==> config.mk <==
export PLATFORM = sky130hd
export DESIGN_NAME = pmod_kypd_scan
export DESIGN_NICKNAME = d
export VERILOG_FILES = /design/src/rtl/pmod_kypd_scan.sv
export SDC_FILE = /design/constraint.sdc
export NUM_CORES = 1
export LEC_CHECK = 0
export ABC_AREA = 1
export CAP_MARGIN = 10
export CORE_MARGIN = 3
export CORE_UTILIZATION = 52
export CTS_CLUSTER_SIZE = 28
export DETAILED_ROUTE_END_ITERATION = 6
export PLACE_DENSITY_LB_ADDON = 0.1
export SYNTH_ARGS = -nofsm -noshare
export SYNTH_HDL_FRONTEND = slang
export SYNTH_SLANG_ARGS = --single-unit
==> constraint.sdc <==
create_clock -name CLK -period 1.88 [get_ports CLK]
set_input_delay 0.376 -clock CLK [delete_from_list [all_inputs] [get_ports CLK]]
set_output_delay 0.376 -clock CLK [all_outputs]
set_load 0.01 [all_outputs]
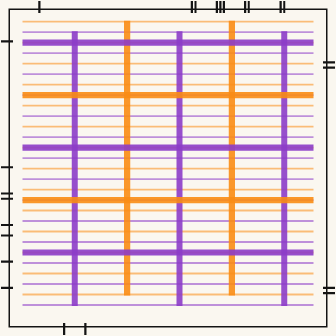
Fig. 1. Floorplan with the power grid (run 1).
Pins as bars on the die edge.
colour	net
orange	VDD
purple	VSS
met4 straps	5
met5 straps	5
rows	27
chip height: 81.90 um
Horiz. Die Dim: 81.90 um
Core Region: 5540 um^2

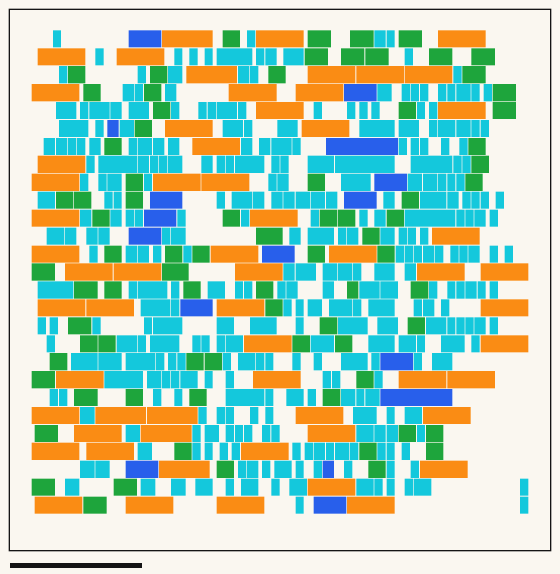
Fig. 2. Placement by cell class (run 1).
Scale bar: 20 um.
colour	class	cells
blue	clock drivers and dummy loads	16
green	other buffers and delay cells	78
cyan	combinational and other logic	333
orange	flops	60
post-route cell area: 4008 um^2
share of the final layout cell area in sequential cells: 0.3016
final core occ: 0.7234
Cell Rows: 27

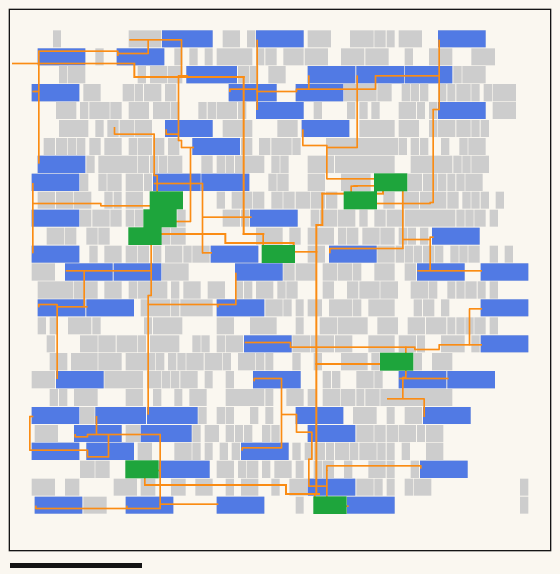
Fig. 3. Routed clock nets over the placement (run 1).
Scale bar: 20 um.
[green] clock drivers | count: 9
[blue] flip-flops | count: 60
[orange] clock wires | length: 838 um
routed clock nets	10
flops lie	widely spread
clock network fraction of total power: 0.468
total clock network power: 1.36 mW
worst clock skew: 0.005610 ns
insertion delay at the late pin of the worst-skew pair: 0.33 ns

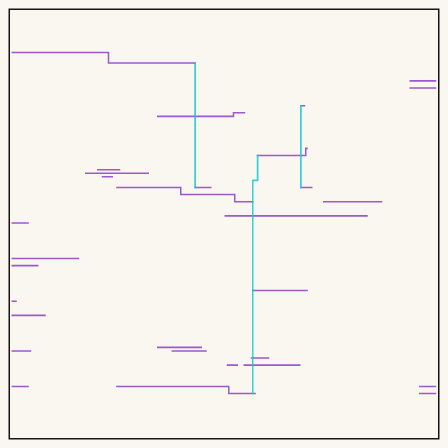
Fig. 4. Wiring by layer (run 1).
Two of the layers only.
colour	layer	wire length
purple	metal 3	273 um
cyan	metal 4	85.9 um
Global Route Usage Sum: 0.2013
final routed wire length divided by cell count: 11.04 um
total wire length after detailed routing: 6.172 mm
vias post-DR: 2658

==> run summary <==
Reports from this run.

- The maximum root-to-sink buffer count is 2.
- Setup repair after global routing could not meet its margin everywhere.
- The count of input and output buffers reads 20.
- In the layout the commonest cells are sky130_fd_sc_hd__nand2_1 (69), sky130_fd_sc_hd__nor2_1 (55), sky130_fd_sc_hd__buf_4 (55).
- The worst endpoint required time is around 2.2 ns.
- The final layout reports a setup TNS of -2.089 ns.
- The post-route antenna net violation count reads 0.
- The total number of nets in the final design reads 498.
- The element type at the critical path end reads a flip-flop.
- The area of the multi-input gates reads 1597 um^2.
- The cell count after synthesis reads approximately 400.
- The post-CTS hold buffer count recorded in the log is 0.
- The number of hold-slack violations in the final timing report reads 0.
- For this run, asynchronously set or reset flops after synthesis account for 0.
- The start-to-end type of the worst setup path reads reg2reg.
- The logic share of the area reads 0.3984.
- The global placer's final weighted congestion is roughly 0.83.
- The number of global-route vias before repair was around 2.5k.
- The total of clock buffers placed in the layout is 12.
- Counting I/O delays and the setup requirement, the final critical path takes between 2 and 2.5 ns.
- The overall chip area is 6707 um^2.
- The flow ran to the end, but the final reports show violations.
- The power after layout is 2.898 mW.
- The proportion of power drawn by flip-flops and latches is 0.446.
- The count of library flops with an enable pin reads 0.
- The chip area line of the yosys report is between 2000 and 3000 um^2.
- The clock net sink count reads about 60.
- The number of warnings issued by yosys is 0.
- In this run the count of I/O pins placed on the die edge is 24.
- The number of pins with negative max-slew slack in the final report is 0.
- After detailed placement, the design holds a cell count of 537.
- The type of element launching the critical path is a flip-flop.
- The post-synthesis cell type count is around 40.
- The residual overflow from global routing is 0.
- Of all the cell area in the finished design, the clock network holds 0.05869.
- The report gives the cell count of the worst hold path as 1.
- The biggest fanout along the worst timing path is 8.
- The number of inverters outside the clock class in the layout is 63.
- The number of DRC violations after detailed routing reads 0.
- The count of multi-input gates is between 200 and 300.
- The flow reported a cell area power density of around 720 nW/um^2.
- The final reports fail on setup timing.
- In this run the cell area measured after placement is 3618 um^2.
- The largest cell class by area reads combinational gates.
- The count of instantiated cells in the yosys netlist reads a little over 400.
- The cell internal power dissipation reads roughly 2.2 mW.
- The number of filler instances in the final layout reads between 400 and 500.
- The register bit total from synthesis reads around 60.
- From synthesis to final layout, the design area changed by 33.79%.
- The switching share of power reads 0.2241.
- The TritonCTS clock tree reads yes.
- The sequential cell area fraction in the yosys report reads 0.4010.
- The combined flip-flop and latch cell area is between 1000 and 1500 um^2.
- In this run the cell area of the synthesized design comes to 2995 um^2.
- The share of the clock period used by the worst path after layout reads 1.119.
- The ratio of cells with drive above 1 in the final layout reads 0.2957.
- The total of endpoints with negative setup slack in the final report is 11.
- The most used flip-flop cell is sky130_fd_sc_hd__dfxtp_1.
- The number of tap instances reads between 70 and 80.
- Entering global routing, the biggest net connects 20 pins.
- The number of clock buffers inserted by TritonCTS is 9.
- The post-route worst setup slack is -0.2235 ns.
- The repair_antennas step left the layout with diodes totalling 0.
- For this run, the detailed router's first-pass iteration total came to 4.
- The final non-filler cell total is around 560.
- The timing report gives the clock slew at the launch and capture registers of the worst setup and hold paths as 0.07 ns.
- The logs give a warning total of 33.
- The worst register-to-register path depth is 12.
- The final layout report lists a non-clock buffer count of 78.
- The highest clock rate is 475.4 MHz.
- CTS built an H-tree with a depth of 3.
- The arrival time reported for the critical path endpoint is between 2 and 2.5 ns.
- After synthesis, the mean cell area works out to around 7.4 um^2.
- The tightest hold path in the finished design has a slack of 0.4087 ns.
- The static leakage is 1.761 nW.
- The tally of max-capacitance violations is 0.
- Per the cell usage report, the commonest logic cell in the layout is sky130_fd_sc_hd__nand2_1.
- The net switching power in the latest report is around 650 uW.
- The initial antenna violation count reads 0.
- For this configuration, the core starts out at a cell density of 0.5407.
- The cell at the root of the clock tree reads sky130_fd_sc_hd__clkbuf_8.
- Once iteration 0 of detailed routing completed, the report listed approximately 120 DRC markers.
- The post-placement setup slack is -0.2357 ns.
- The global-route wire length before repair reads roughly 10 mm.
- The power report attributes to the combinational group a share of 0.085.
- The slack of the worst reg-to-reg path reads -0.22 ns.
- The flip-flop count of the largest register after layout is 14.
- The via-per-instance ratio is ~4.8.
- The maximum vdd ir drop is between 0.0005 and 0.0006 V.
- The non-clock buffer area fraction after layout is 0.1599.
- Note, the detailed placer reported a final HPWL of between 4 and 5 mm.
- The most critical min-delay path falls under reg2reg.
- The count of flip-flops and latches is roughly 60.
-- run 1: repair_timing --
action	4_1_cts	5_1_grt
setup endpoints to repair	16	27
resized	16	20
pin swaps	10	12
gates cloned	0	1
setup buffers	4	6
-- run 1: cells in the mapped netlist, types with 2 or more instances --
cell type,number,area (um^2)
sky130_fd_sc_hd__nand2_1,77,289.0
sky130_fd_sc_hd__dfxtp_1,60,1201
sky130_fd_sc_hd__nor2_1,60,225.2
sky130_fd_sc_hd__inv_1,52,195.2
sky130_fd_sc_hd__nand3_1,16,80.08
sky130_fd_sc_hd__a21oi_1,15,75.07
sky130_fd_sc_hd__a211oi_1,13,97.59
sky130_fd_sc_hd__inv_2,11,41.29
sky130_fd_sc_hd__ha_1,10,125.1
sky130_fd_sc_hd__nor3_1,9,45.04
sky130_fd_sc_hd__xor2_1,9,78.83
sky130_fd_sc_hd__buf_4,8,60.06
sky130_fd_sc_hd__or2_2,8,50.05
sky130_fd_sc_hd__nand4_1,7,43.79
sky130_fd_sc_hd__o21ai_0,7,35.03
sky130_fd_sc_hd__clkbuf_1,5,18.77
sky130_fd_sc_hd__o21ai_1,5,25.02
sky130_fd_sc_hd__nand3_2,3,30.03
sky130_fd_sc_hd__nor2_4,3,33.78
sky130_fd_sc_hd__nand2_2,2,12.51
sky130_fd_sc_hd__nand2_4,2,22.52
sky130_fd_sc_hd__nor2_2,2,12.51
sky130_fd_sc_hd__nor3b_1,2,15.01
sky130_fd_sc_hd__o21a_1,2,15.01
sky130_fd_sc_hd__xnor2_1,2,17.52
-- run 1: layer usage --
metal | wire, um | vias up | GRT usage
met5 | 0 | - | 0
met4 | 85 | 0 | 0.07807
met3 | 273 | 8 | 0.05921
met2 | 2914 | 44 | 0.3279
met1 | 2898 | 1178 | 0.2490
li1 | - | 1428 | -
-- run 1: kinds of logic after synthesis --
family,share of synthesized area
other,0.001252
flip-flops,0.4010
buffers and inverters,0.1069
AND/OR/NAND/NOR,0.3141
adder cells (fa/ha/maj),0.04177
XOR/XNOR,0.03217
AND-OR/OR-AND,0.1028
-- run 1: worst max-delay path, stage by stage, from the launching register on --
cell	delay [ns]
sky130_fd_sc_hd__dfxtp_2	0.36
sky130_fd_sc_hd__inv_2	0.06
sky130_fd_sc_hd__nor3_4	0.21
sky130_fd_sc_hd__nand2_2	0.12
sky130_fd_sc_hd__nor2_4	0.13
sky130_fd_sc_hd__xor2_1	0.16
sky130_fd_sc_hd__nand3b_1	0.11
sky130_fd_sc_hd__nor2_2	0.16
sky130_fd_sc_hd__nand4_1	0.16
sky130_fd_sc_hd__nand2_2	0.19
sky130_fd_sc_hd__nand3_4	0.14
sky130_fd_sc_hd__buf_4	0.16
sky130_fd_sc_hd__nor2_1	0.08
-- run 1: power groups by stage --
| stage | combinational (mW) | clock (mW) | sequential [mW] |
|---|---|---|---|
| after floorplan | 0.156 | 0 | 1.32 |
| after global placement | 0.226 | 0 | 1.32 |
| after detailed placement | 0.227 | 0 | 1.32 |
| after CTS | 0.245 | 1.39 | 1.29 |
| after global routing | 0.279 | 1.45 | 1.29 |
| final | 0.248 | 1.36 | 1.29 |
Power figures rest on the tool's default switching activity, not on a simulated workload.
